`config.mk`:
```
export PLATFORM = sky130hd
export DESIGN_NAME = multdiv_issue
export DESIGN_NICKNAME = d
export VERILOG_FILES = /design/src/rtl/multdiv_pkg.sv /design/src/rtl/multdiv_wait_ctr.sv /design/src/rtl/mydffe.sv /design/src/rtl/reg32.sv /design/src/rtl/multdiv_issue.sv
export SDC_FILE = /design/constraint.sdc
export NUM_CORES = 1
export LEC_CHECK = 0
export ABC_AREA = 1
export CORE_ASPECT_RATIO = 1.2
export CORE_MARGIN = 2
export CORE_UTILIZATION = 45
export CTS_CLUSTER_SIZE = 14
export DETAILED_ROUTE_END_ITERATION = 7
export PLACE_DENSITY = 0.81
export SLEW_MARGIN = 20
export SYNTH_ARGS = -nofsm -noshare
export SYNTH_HDL_FRONTEND = slang
export SYNTH_SLANG_ARGS = --single-unit
export TNS_END_PERCENT = 100
```
`constraint.sdc`:
```
create_clock -name clk -period 5.5 [get_ports clk]
set_clock_uncertainty 0.1 [all_clocks]
set_input_delay 0.825 -clock clk [delete_from_list [all_inputs] [get_ports clk]]
set_output_delay 0.825 -clock clk [all_outputs]
set_load 0.1 [all_outputs]
```
`src/rtl/multdiv_pkg.sv`:
```
// Shared definitions for the multiply/divide issue controller.
package multdiv_pkg;

  // Controller state encoding
  typedef enum logic [1:0] {
    ST_IDLE  = 2'd0,
    ST_ISSUE = 2'd1,
    ST_WAIT  = 2'd2,
    ST_DONE  = 2'd3
  } state_e;

  // Operation select carried on req_op
  localparam logic OP_MULT = 1'b0;
  localparam logic OP_DIV  = 1'b1;

  // Default timing parameters
  localparam int unsigned DEF_MAX_CYC    = 40;
  localparam int unsigned DEF_IGNORE_CYC = 2;

  // Datapath widths
  localparam int unsigned DATA_W = 32;
  localparam int unsigned RD_W   = 5;

endpackage

```
`src/rtl/multdiv_wait_ctr.sv`:
```
// Saturating WAIT-phase cycle counter with RDY qualification and timeout flag.
module multdiv_wait_ctr
  import multdiv_pkg::*;
#(
  parameter int unsigned MAX_CYC    = DEF_MAX_CYC,
  parameter int unsigned IGNORE_CYC = DEF_IGNORE_CYC
) (
  input  logic clk,
  input  logic rst,
  input  logic load,
  input  logic en,
  input  logic rdy,
  output logic qual_c,
  output logic last_c
);

  localparam int unsigned CNT_W = $clog2(MAX_CYC + 1);

  logic [CNT_W-1:0] cnt;

  // Clear on load, count while enabled, stick at MAX_CYC
  always_ff @(posedge clk or posedge rst) begin
    if (rst) begin
      cnt <= '0;
    end else if (load) begin
      cnt <= '0;
    end else if (en && (cnt != CNT_W'(MAX_CYC))) begin
      cnt <= cnt + CNT_W'(1);
    end
  end

  // RDY seen in the first IGNORE_CYC cycles may be left over from the previous op
  assign qual_c = rdy & (cnt >= CNT_W'(IGNORE_CYC));
  assign last_c = (cnt == CNT_W'(MAX_CYC - 1));

endmodule

```
`src/rtl/mydffe.sv`:
```
// Single-bit enabled flop with asynchronous active-high clear.
module mydffe (
  input  logic clk,
  input  logic rst,
  input  logic en,
  input  logic d,
  output logic q
);

  // Hold unless enabled; clear on reset
  always_ff @(posedge clk or posedge rst) begin
    if (rst) begin
      q <= 1'b0;
    end else if (en) begin
      q <= d;
    end
  end

endmodule

```
`src/rtl/reg32.sv`:
```
// 32-bit enabled register built from mydffe cells.
module reg32 (
  input  logic        clk,
  input  logic        rst,
  input  logic        en,
  input  logic [31:0] d,
  output logic [31:0] q
);

  for (genvar i = 0; i < 32; i++) begin : g_bit
    mydffe u_bit (
      .clk (clk),
      .rst (rst),
      .en  (en),
      .d   (d[i]),
      .q   (q[i])
    );
  end

endmodule

```
`src/rtl/multdiv_issue.sv`:
```
// Pipeline-side initiator for the multiplier/divider ctrl protocol.
module multdiv_issue
  import multdiv_pkg::*;
#(
  parameter int unsigned MAX_CYC    = DEF_MAX_CYC,
  parameter int unsigned IGNORE_CYC = DEF_IGNORE_CYC
) (
  input  logic              clk,
  input  logic              rst,
  input  logic              req_valid,
  input  logic              req_op,
  input  logic [DATA_W-1:0] req_a,
  input  logic [DATA_W-1:0] req_b,
  input  logic [RD_W-1:0]   req_rd,
  input  logic              flush,
  output logic              req_ready,
  output logic              stall,
  output logic              ctrl_MULT,
  output logic              ctrl_DIV,
  output logic [DATA_W-1:0] data_operandA,
  output logic [DATA_W-1:0] data_operandB,
  input  logic [DATA_W-1:0] data_result,
  input  logic              data_exception,
  input  logic              data_resultRDY,
  output logic              wb_valid,
  output logic [RD_W-1:0]   wb_rd,
  output logic [DATA_W-1:0] wb_data,
  output logic              wb_exception,
  output logic              wb_timeout
);

  state_e            state_q;
  state_e            state_d;
  logic              accept_c;
  logic              load_c;
  logic              cap_c;
  logic              cap_timeout_c;
  logic              qual_c;
  logic              last_c;
  logic              op_q;
  logic [RD_W-1:0]   rd_q;
  logic [DATA_W-1:0] wb_data_d;

  // flush in IDLE blocks acceptance of a same-cycle request
  assign accept_c = (state_q == ST_IDLE) & req_valid & ~flush;

  // State register
  always_ff @(posedge clk or posedge rst) begin
    if (rst) begin
      state_q <= ST_IDLE;
    end else begin
      state_q <= state_d;
    end
  end

  // Next state, counter load and result capture strobes
  always_comb begin
    state_d       = state_q;
    load_c        = 1'b0;
    cap_c         = 1'b0;
    cap_timeout_c = 1'b0;
    case (state_q)
      ST_IDLE: begin
        if (accept_c) begin
          state_d = ST_ISSUE;
        end
      end
      ST_ISSUE: begin
        load_c  = 1'b1;
        state_d = flush ? ST_IDLE : ST_WAIT;
      end
      ST_WAIT: begin
        if (flush) begin
          state_d = ST_IDLE;
        end else if (qual_c) begin
          cap_c   = 1'b1;
          state_d = ST_DONE;
        end else if (last_c) begin
          cap_c         = 1'b1;
          cap_timeout_c = 1'b1;
          state_d       = ST_DONE;
        end
      end
      ST_DONE: begin
        state_d = ST_IDLE;
      end
      default: begin
        state_d = ST_IDLE;
      end
    endcase
  end

  // Registered handshake, ctrl pulses and writeback strobe
  always_ff @(posedge clk or posedge rst) begin
    if (rst) begin
      req_ready <= 1'b1;
      stall     <= 1'b0;
      ctrl_MULT <= 1'b0;
      ctrl_DIV  <= 1'b0;
      wb_valid  <= 1'b0;
      wb_rd     <= '0;
    end else begin
      req_ready <= (state_d == ST_IDLE);
      stall     <= (state_d != ST_IDLE);
      ctrl_MULT <= accept_c & (req_op == OP_MULT);
      ctrl_DIV  <= accept_c & (req_op == OP_DIV);
      wb_valid  <= (state_d == ST_DONE);
      if (state_d == ST_DONE) begin
        wb_rd <= rd_q;
      end
    end
  end

  multdiv_wait_ctr #(
    .MAX_CYC    (MAX_CYC),
    .IGNORE_CYC (IGNORE_CYC)
  ) u_wait_ctr (
    .clk    (clk),
    .rst    (rst),
    .load   (load_c),
    .en     (state_q == ST_WAIT),
    .rdy    (data_resultRDY),
    .qual_c (qual_c),
    .last_c (last_c)
  );

  // Request latches: operands drive the unit directly
  reg32 u_opa (
    .clk (clk),
    .rst (rst),
    .en  (accept_c),
    .d   (req_a),
    .q   (data_operandA)
  );

  reg32 u_opb (
    .clk (clk),
    .rst (rst),
    .en  (accept_c),
    .d   (req_b),
    .q   (data_operandB)
  );

  mydffe u_op (
    .clk (clk),
    .rst (rst),
    .en  (accept_c),
    .d   (req_op),
    .q   (op_q)
  );

  for (genvar i = 0; i < int'(RD_W); i++) begin : g_rd
    mydffe u_rd (
      .clk (clk),
      .rst (rst),
      .en  (accept_c),
      .d   (req_rd[i]),
      .q   (rd_q[i])
    );
  end

  // Result latches: hold until the next capture; a timeout reports zero data
  assign wb_data_d = cap_timeout_c ? '0 : data_result;

  reg32 u_wb_data (
    .clk (clk),
    .rst (rst),
    .en  (cap_c),
    .d   (wb_data_d),
    .q   (wb_data)
  );

  mydffe u_wb_exc (
    .clk (clk),
    .rst (rst),
    .en  (cap_c),
    .d   (cap_timeout_c | data_exception),
    .q   (wb_exception)
  );

  mydffe u_wb_to (
    .clk (clk),
    .rst (rst),
    .en  (cap_c),
    .d   (cap_timeout_c),
    .q   (wb_timeout)
  );

  // The latched op only selects the ctrl pulse, which is decided at acceptance
  logic unused_op;
  assign unused_op = op_q;

endmodule

```
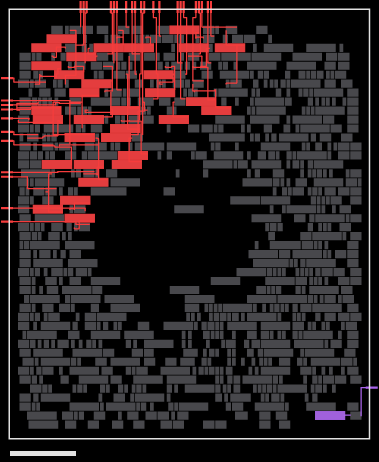
Run 1: wires at chosen ports, followed through buffers
Scale bar: 20 µm.
- `ctrl_MULT`: purple (bits 1; direction output; edge east; end cells 1; buffers 1; wire 12.5 µm)
- `data_operandB`: red (bits 32; direction output; edge 21 north, 11 west; end cells 32; buffers 32; wire 1050 µm)

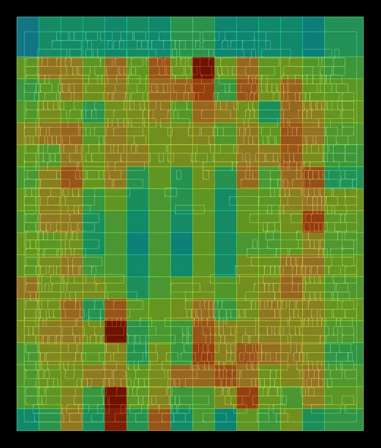
Run 1: routing congestion
met3 Track Usage GR: 0.0704
busiest grt layer: met2

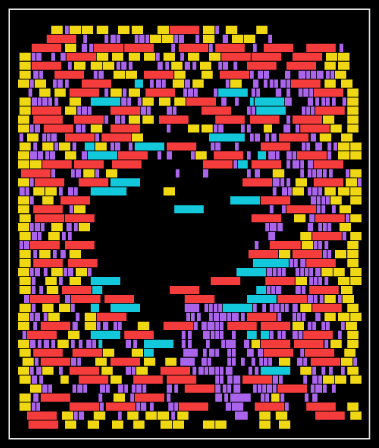
Run 1: placed cells, one colour a class
- remaining buffers and delay cells: yellow (cells 219; share of their area 28%)
- clock drivers and dummy loads: cyan (cells 32; share of their area 7.7%)
- remaining logic cells: purple (cells 465; share of their area 26%)
- registers: red (cells 121; share of their area 39%)

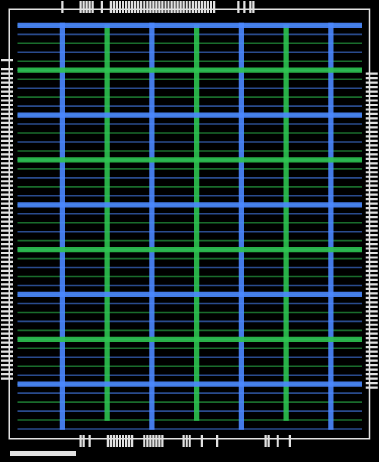
Run 1: supply network
Scale bar: 20 µm. Pins as bars on the die edge.
- VSS: blue
- VDD: green
- rows: 45
- signal pins: 216
- met4 straps: 7

==> deck_impl_summary.md, run 1 <==
Flow Results at a Glance

Global routing
  • First-pass GRT wire length: 20700 µm
  • Initial antenna violation count: 0

STA
  • Final hold viol count: 0
  • RSZ-0062 raised after global routing: no
  • Worst Max-Slew Pin Slew: 1.02 ns
  • Final Critical Period: 2.97 ns
  • Setup TNS: 0 ns
  • Slew margin rel.: 0.316
  • Post-route clock period utilization: 0.539

Synth
  • Area fraction in xor and xnor cells: 0.00148
  • Unique masters post-synth: 24
  • Synth flops: 121
  • Simple-Gate Fraction of Synth Area: 0.192
  • Mapped Area: 0.00593 mm²
  • Mean post-synth cell area: 8.32 µm²
  • Synth Instances: 713
  • Yosys cell count: 713

Placement
  • GPL Wtd Cong: 0.805

Final layout
  • Diode count: 0
  • Area grow syn2layout: 35.3%
  • Non-filler instance count after layout: 1001
  • Final nets: 935

Floorplanning
  • FP Util: 0.464
  • Core Rows: 45
  • Core area: 0.0128 mm²

Worst setup path
  • CP delay by family, top: buffers and inverters
  • Slowest cell on crit path: clkdlybuf4s50_1
  • CP bufs+invs: 1
  • CP Data Arrival Time: 2.04 ns
  • Critical Path, Cell by Cell: clkdlybuf4s50_1

Route
  • Routed vias: 4498
  • DRC Markers: 0
  • Antenna Nets Post-Route: 0

Clock tree
  • CTS root buf: clkbuf_16
  • Worst-path clk slew: 0.05 ns
  • Resized Gates After CTS: 0
  • Post-CTS setup buffers: 0
  • TritonCTS Sinks: 121
  • CTS tree: built

Power and ir drop
  • Combinational power: 1640 µW
  • Switching power: 1770 µW
  • Power per cell area: 487 mW/mm²
  • Combinational fraction of design power: 0.420

Status
  • Outcome: finished, final reports clean

Hold path
  • Hold Path Class: flop to flop
-- run 1: cells in the final DEF (no fill, tap or decap), types with 4 or more instances in the layout --
cell	netlist	final
clkdlybuf4s50_1	0	215
nand2_1	163	162
dfrtp_1	120	120
inv_1	112	111
o21ai_0	71	71
nand3_1	44	44
nor2_1	43	43
clkbuf_16	0	17
nand2_2	12	13
clkinv_4	0	5
nand4_1	4	4
clkinvlp_4	0	4
buf_4	98	4
-- run 1: cell families (layout without fill, tap and decap cells) --
family | after synthesis | count (layout)
xor+xnor | 1 | 1
compound gates | 74 | 74
buf+inv | 243 | 367
flops | 121 | 121
simple gates | 271 | 271
fa+ha+maj | 3 | 3
-- run 1: cell type report --
class	count	area, µm²
Clock buffer	19	433
Multi-Input combinational cell	349	1570
Tap cell	164	205
Timing Repair Buffer	219	2180
Inverter	116	438
Sequential cell	121	3030
Fill cell	1087	4760
Clock inverter	13	173
-- run 1: stage by stage --
| step | cell area (µm²) | hold WS, ns | setup slack, ns | util | power [µW] |
|---|---|---|---|---|---|
| 3_5_place_dp | 7420 | 0.364 | 2.18 | 0.580 | 2800 |
| 2_1_floorplan | 5930 | 0.342 | 1.36 | - | 2550 |
| 6_report | 8030 | 0.370 | 2.53 | 0.628 | 3910 |
| 5_1_grt | 8030 | 0.395 | 2.43 | 0.628 | 4070 |
| 4_1_cts | 8020 | 0.377 | 2.51 | 0.628 | 3950 |
| 3_3_place_gp | 7420 | 0.354 | 2.20 | 0.580 | 2780 |
-- run 1: worst paths after layout --
kind	to	cells after the start	startpoint
worst max-delay path	req_ready	1	req_ready
worst min-delay path	wb_rd[4]	2	g_rd[4].u_rd.q
worst max register to register	u_wb_data.g_bit[25].u_bit.q	9	u_wait_ctr.cnt[0]
worst min register to register	wb_rd[4]	2	g_rd[4].u_rd.q
max in group asynchronous	u_opa.g_bit[19].u_bit.q	3	rst
min in group asynchronous	u_opb.g_bit[4].u_bit.q	2	rst
-- run 1: registers in the layout (all words and copies together), names as in the netlist --
name and cells:
ctrl_DIV 1, u_wait_ctr.cnt 6, stall 1, ctrl_MULT 1, state_q 2, u_wb_data.g_bit.u_bit.q 32, wb_valid 1, u_opa.g_bit.u_bit.q 32
u_wb_to.q 1, u_opb.g_bit.u_bit.q 32, req_ready 1, wb_rd 5, g_rd.u_rd.q 5, u_wb_exc.q 1
-- run 1: cell usage after synthesis (all sizes together) --
library cell,count,area share
ha,3,0.0063
clkinv,1,0.00063
nand2,175,0.12
o21ai,71,0.060
a31oi,1,0.0011
clkbuf,7,0.0044
nand4,4,0.0042
dfrtp,120,0.51
a21oi,2,0.0017
dfstp,1,0.0044
nand3,45,0.039
inv,115,0.073
buf,120,0.15
nor3,1,0.0017
xor2,1,0.0015
nor2,46,0.031
-- run 1: tightest hold or removal path, stage by stage, from the launching register on --
cell     delay [ns]
dfrtp_1        0.34
nand2_1        0.05
nand2_1        0.05
-- run 1: metal layers --
metal / vias up / share of wire / routed length, µm / track usage
met4: 0 / 0.018 / 229 / 0.0679
li1: 2281 / - / - / -
met3: 17 / 0.10 / 1320 / 0.0704
met2: 202 / 0.48 / 6210 / 0.307
met1: 1998 / 0.40 / 5250 / 0.231
met5: - / 0 / 0 / 0
==> run 2, diff against run 1 <==
- CORE_UTILIZATION: 45 -> 41
- PLACE_DENSITY: 0.81 -> 0.77
- clock period: 5.5 -> 2.7 ns (I/O delays scaled with it)
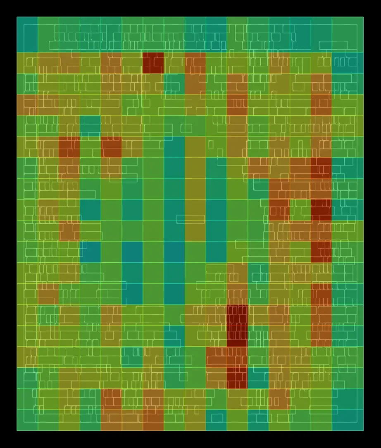
Run 2: routing congestion
routed len/inst: 12.5 µm
met3 Track Usage GR: 0.0595

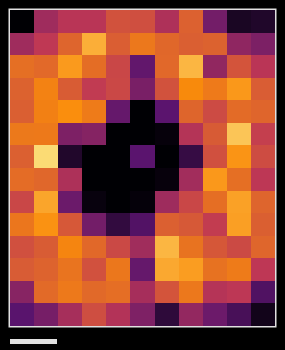
Run 2: placement density heat map
Scale bar: 20 µm. 11 x 14 tiles, from black (low) to pale yellow (high), 0 to 100% covered.
- mean over tiles: 49%
- tiles over 75% full: 10%
- fullest tile: 92%
- nearly empty tiles: 9.1%
- emptiest ninth of the die: centre

==> run 2 against run 1 <==
Worst setup slack got worse by 1.8 ns. Largest power group unchanged. Worst hold slack worse by 0.24 ns. Critical path type is now flop to flop. Global-route usage is 1.8 points lower. Area after synthesis did not move. Cell count is 1.5% higher. Die area grew 9.4%. Flip-flop count unchanged.
==> deck_impl_summary.md, run 2 <==
Flow Results at a Glance

Synth
  • Fraction of registers with async set/reset: 1.00 (unchanged)
  • Most frequent cells after synthesis: nand2_1, dfrtp_1, inv_1, buf_4, o21ai_0
  • Post-synth area hogs: dfrtp_1, buf_4, nand2_1
  • Unique masters post-synth: 24 (unchanged)
  • Simple-Gate Fraction of Synth Area: 0.192 (unchanged)
  • Yosys top cell by area: dfrtp_1
  • Count of library flops with an enable pin: 0 (unchanged)
  • Mean post-synth cell area: 8.32 µm² (unchanged)

Global routing
  • First-pass GRT wire length: 20900 µm (+1.2%)
  • Initial antenna violation count: 0 (unchanged)

Power and ir drop
  • Combinational fraction of design power: 0.415 (-0.005)

Floorplanning
  • FP Util: 0.415 (-0.0491)
  • Core Rows: 48 (+6.7%)

Clock tree
  • TritonCTS Sinks: 121 (unchanged)
  • Worst-path clk slew: 0.06 ns (about the same)
  • Post-CTS setup buffers: 0 (unchanged)
  • CTS tree: built

Status
  • Outcome: finished, final reports clean

STA
  • Slew margin rel.: 0.652 (+0.336)
  • Post-route clock period utilization: 0.725
  • Final hold viol count: 0 (unchanged)
  • Setup TNS: 0 ns (unchanged)

Placement
  • GPL Wtd Cong: 0.790 (-1.9%)

Worst setup path
  • Slowest cell on crit path: dfrtp_1
  • Critical Path, Cell by Cell: ha_1 > nand2_1 > clkinv_1 > nand2_2 > nor2_4 > inv_2 > buf_4 > nand3_1 > nand2_1
  • CP Data Arrival Time: 2.20 ns (+0.16 ns)

Route
  • Antenna Nets Post-Route: 0 (unchanged)

Hold path
  • Hold Path Class: input port to async pin

Final layout
  • Comb area: 0.00156 mm² (-0.16%)
  • Storage cell area: 0.00303 mm² (unchanged)
==> run 2: cell counts after synthesis <==
No cell type changed its count.
==> run 2: power groups by stage <==
stage | logic [µW] | clock network (µW) | registers [µW]
6_report | 3240 | 2260 | 2310
5_1_grt | 3390 | 2410 | 2350
4_1_cts | 3270 | 2320 | 2320
3_5_place_dp | 3270 | 0 | 2340
3_3_place_gp | 3240 | 0 | 2340
2_1_floorplan | 2630 | 0 | 2560
==> run 2: metrics by stage <==
| stage | util | cell area (µm²) | instances | setup slack [ns] | hold WS [ns] |
|---|---|---|---|---|---|
| after floorplan | - | 5940 | 713 | 0.712 | 0.342 |
| final | 0.548 | 7840 | 1016 | 0.743 | 0.128 |
| after detailed placement | 0.506 | 7230 | 983 | 0.572 | 0.358 |
| after global placement | 0.506 | 7230 | 983 | 0.665 | 0.351 |
| after CTS | 0.548 | 7830 | 1015 | 0.745 | 0.118 |
| after global routing | 0.548 | 7830 | 1015 | 0.587 | 0.117 |
==> run 2: final cells by class <==
cell class	count	share of cell area
clock buffers	19	0.0578
clock inverters	13	0.0187
inverters	116	0.0560
well taps	175	0.0279
diodes	1	0.000319
multi-input cells	349	0.199
flip-flops and latches	121	0.387
repair buffers	222	0.253
==> run 2: routing by layer <==
| layer | up-vias | global-route usage | part of all wire |
|---|---|---|---|
| met1 | 2014 | 0.215 | 0.43 |
| li1 | 2279 | - | - |
| met5 | - | 0 | 0 |
| met2 | 166 | 0.267 | 0.47 |
| met4 | 0 | 0.0745 | 0.019 |
| met3 | 23 | 0.0595 | 0.083 |
==> run 2: path summary, 6_finish.rpt <==
check	slack (ns)	cells past startpoint	end	startpoint
worst max-delay path	0.74	9	u_wb_data.g_bit[10].u_bit.q	u_wait_ctr.cnt[1]
worst min-delay path	0.13	2	u_opa.g_bit[26].u_bit.q	rst
worst max register to register	0.74	9	u_wb_data.g_bit[10].u_bit.q	u_wait_ctr.cnt[1]
worst min register to register	0.36	2	wb_rd[1]	g_rd[1].u_rd.q
max in group asynchronous	1.82	3	u_opb.g_bit[0].u_bit.q	rst
min in group clk	0.36	2	wb_rd[1]	g_rd[1].u_rd.q
==> run 2: kinds of logic (layout without fill, tap and decap cells) <==
group           count (synthesis)  count (layout)
other cells                     0               1
flops                         121             121
simple gates                  271             271
buf+inv                       243             370
compound gates                 74              74
xor+xnor                        1               1
fa+ha+maj                       3               3
==> run 3, diff against run 2 <==
- CORE_UTILIZATION: 41 -> 45
- PLACE_DENSITY: 0.77 -> 0.81
- clock period: 2.7 -> 2 ns (I/O delays scaled with it)
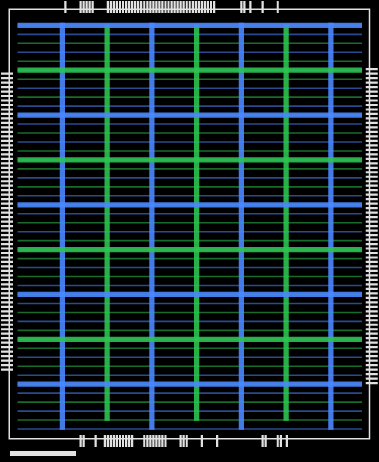
Run 3: supply network
Scale bar: 20 µm. Pins as bars on the die edge.
- VDD: green
- VSS: blue
- met4 straps: 7
- met5 straps: 9
- rows: 45

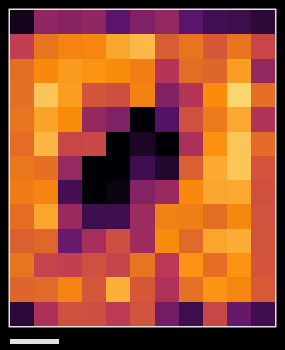
Run 3: placement density heat map
Scale bar: 20 µm. 11 x 13 tiles, from black (low) to pale yellow (high), 0 to 100% covered.
- tiles over 75% full: 17%
- mean over tiles: 54%
- emptiest ninth of the die: centre
- nearly empty tiles: 4.2%
- fullest tile: 91%

==> run 3 against run 2 <==
Total power rose by 33%. Sequential share of layout area fell by 0.068 points. Synthesized cell count is the same. Register-to-register slack worse by 0.52 ns. Wire length down 1.9%. Fmax grew 10%. Die area down 8.6%. Area after synthesis stayed put. Cell count shrank 0.79%. Critical path type unchanged. Largest cell class unchanged. Highest routed layer unchanged.
==> deck_impl_summary.md, run 3 <==
Flow Results at a Glance

Status
  • Outcome: finished, final reports clean

Worst setup path
  • R2r startpoint: u_wait_ctr.cnt[0]
  • Critical Path, Cell by Cell: inv_1 > ha_1 > nor2_1 > nand3_1 > nand3_1 > buf_6 > nand3_1 > nand2_1
  • Flop-to-flop setup slack: 0.22 ns (-0.52 ns)
  • CP Data Arrival Time: 2.01 ns (-0.19 ns)
  • Reg-to-Reg End: wb_rd[4]
  • Slowest cell on crit path: dfrtp_1
  • CP Max Fanout: 38
  • FF-to-FF path depth: 8 (-1)
  • Crit path top cell by count: nand3_1

Global routing
  • First-pass GRT wire length: 20600 µm (-1.4%)
  • Initial antenna violation count: 0 (unchanged)

Floorplanning
  • Core Rows: 45 (-6.3%)
  • FP Util: 0.464 (+0.0491)
  • Die Span X: 109 µm

Placement
  • GPL Wtd Cong: 0.767 (-2.9%)

Hold path
  • Hold Path Class: input port to async pin

Clock tree
  • TritonCTS Sinks: 121 (unchanged)
  • CTS tree: built
  • Worst-path clk slew: 0.06 ns (about the same)
  • Late-Pin Clk Latency: 0.40 ns

Route
  • Routed len/inst: 12.4 µm (-1.2%)
  • Antenna Nets Post-Route: 0 (unchanged)

STA
  • Final hold viol count: 0 (unchanged)
  • Hold WS: 0.243 ns (+0.115 ns)
  • Slew margin rel.: 0.743 (+0.0903)
  • Fmax: 0.563 GHz
  • Setup TNS: 0 ns (unchanged)
  • Post-route clock period utilization: 0.888 (+0.163)

Synth
  • Unique masters post-synth: 24 (unchanged)
  • Fraction of registers with async set/reset: 1.00 (unchanged)
  • Syn. warnings: 0
  • Yosys top cell by area: dfrtp_1
  • Post-synth area hogs: dfrtp_1, buf_4, nand2_1
  • Count of library flops with an enable pin: 0 (unchanged)
  • Most frequent cells after synthesis: nand2_1, dfrtp_1, inv_1, buf_4, o21ai_0

Final layout
  • Diode count: 0 (-1)

Run
  • OpenROAD warning count: 28
run 3: cell counts after synthesis:
Identical to the previous run, type by type.
run 3: worst max path at each step:
| stage | startpoint | end | slack [ns] | cells past startpoint |
|---|---|---|---|---|
| after detailed placement | flush | u_wb_data.g_bit[9].u_bit.q | 0.15 | 6 |
| after floorplan | rst | ctrl_DIV | 0.12 | 1 |
| after global routing | u_wait_ctr.cnt[0] | u_wb_data.g_bit[10].u_bit.q | 0.05 | 8 |
| after CTS | u_wait_ctr.cnt[0] | wb_rd[4] | 0.14 | 8 |
| after global placement | flush | u_wb_data.g_bit[29].u_bit.q | 0.18 | 6 |
| final | u_wait_ctr.cnt[0] | wb_rd[4] | 0.22 | 8 |
run 3: power by group:
group,switching [µW],total [µW],internal (µW),leakage [µW]
Sequential,259,3120,2870,0.00157
Combinational,3490,4450,961,0.00246
Clock,1190,2790,1600,0.000255
Total,4940,10400,5430,0.00429
run 3: per-layer routing:
metal	global-route usage	vias to the layer above	share of wire
met4	0.0769	0	0.013
met3	0.0514	13	0.080
met2	0.304	178	0.48
met5	0	-	0
li1	-	2284	-
met1	0.236	2060	0.42
run 3: tightest hold or removal path, stage by stage:
cell and delay (ns):
clkdlybuf4s50_1 0.44, clkinvlp_4 0.13, buf_12 0.27
run 3: layout make-up:
type | instances | area [µm²]
inverters | 116 | 439
clock inverters | 15 | 120
clock buffers | 17 | 425
fillers | 1101 | 4930
well taps | 164 | 205
multi-input cells | 349 | 1560
flip-flops and latches | 121 | 3030
repair buffers | 226 | 2070
run 3: timing repair:
item	in CTS	in global routing
endpoints found under the setup margin	0	31
gates resized	0	1
buffers inserted	0	0
run 3: metrics by stage:
stage	total power (µW)	area, µm²	instances	util	setup slack [ns]
6_report	10400	7850	1008	0.614	0.223
5_1_grt	10800	7850	1008	0.614	0.0452
4_1_cts	10500	7850	1008	0.614	0.138
2_1_floorplan	7000	5940	713	-	0.117
3_5_place_dp	7630	7300	976	0.571	0.147
3_3_place_gp	7580	7300	976	0.571	0.180
run 3: cells by family (layout without fill, tap and decap cells):
kind of cell,count (synthesis),count (layout),synth area share
simple gates,271,271,0.192
buf+inv,243,374,0.227
flops,121,121,0.511
compound gates,74,74,0.0626
fa+ha+maj,3,3,0.00633
xor+xnor,1,1,0.00148
Power figures rest on the tool's default switching activity, not on a simulated workload.
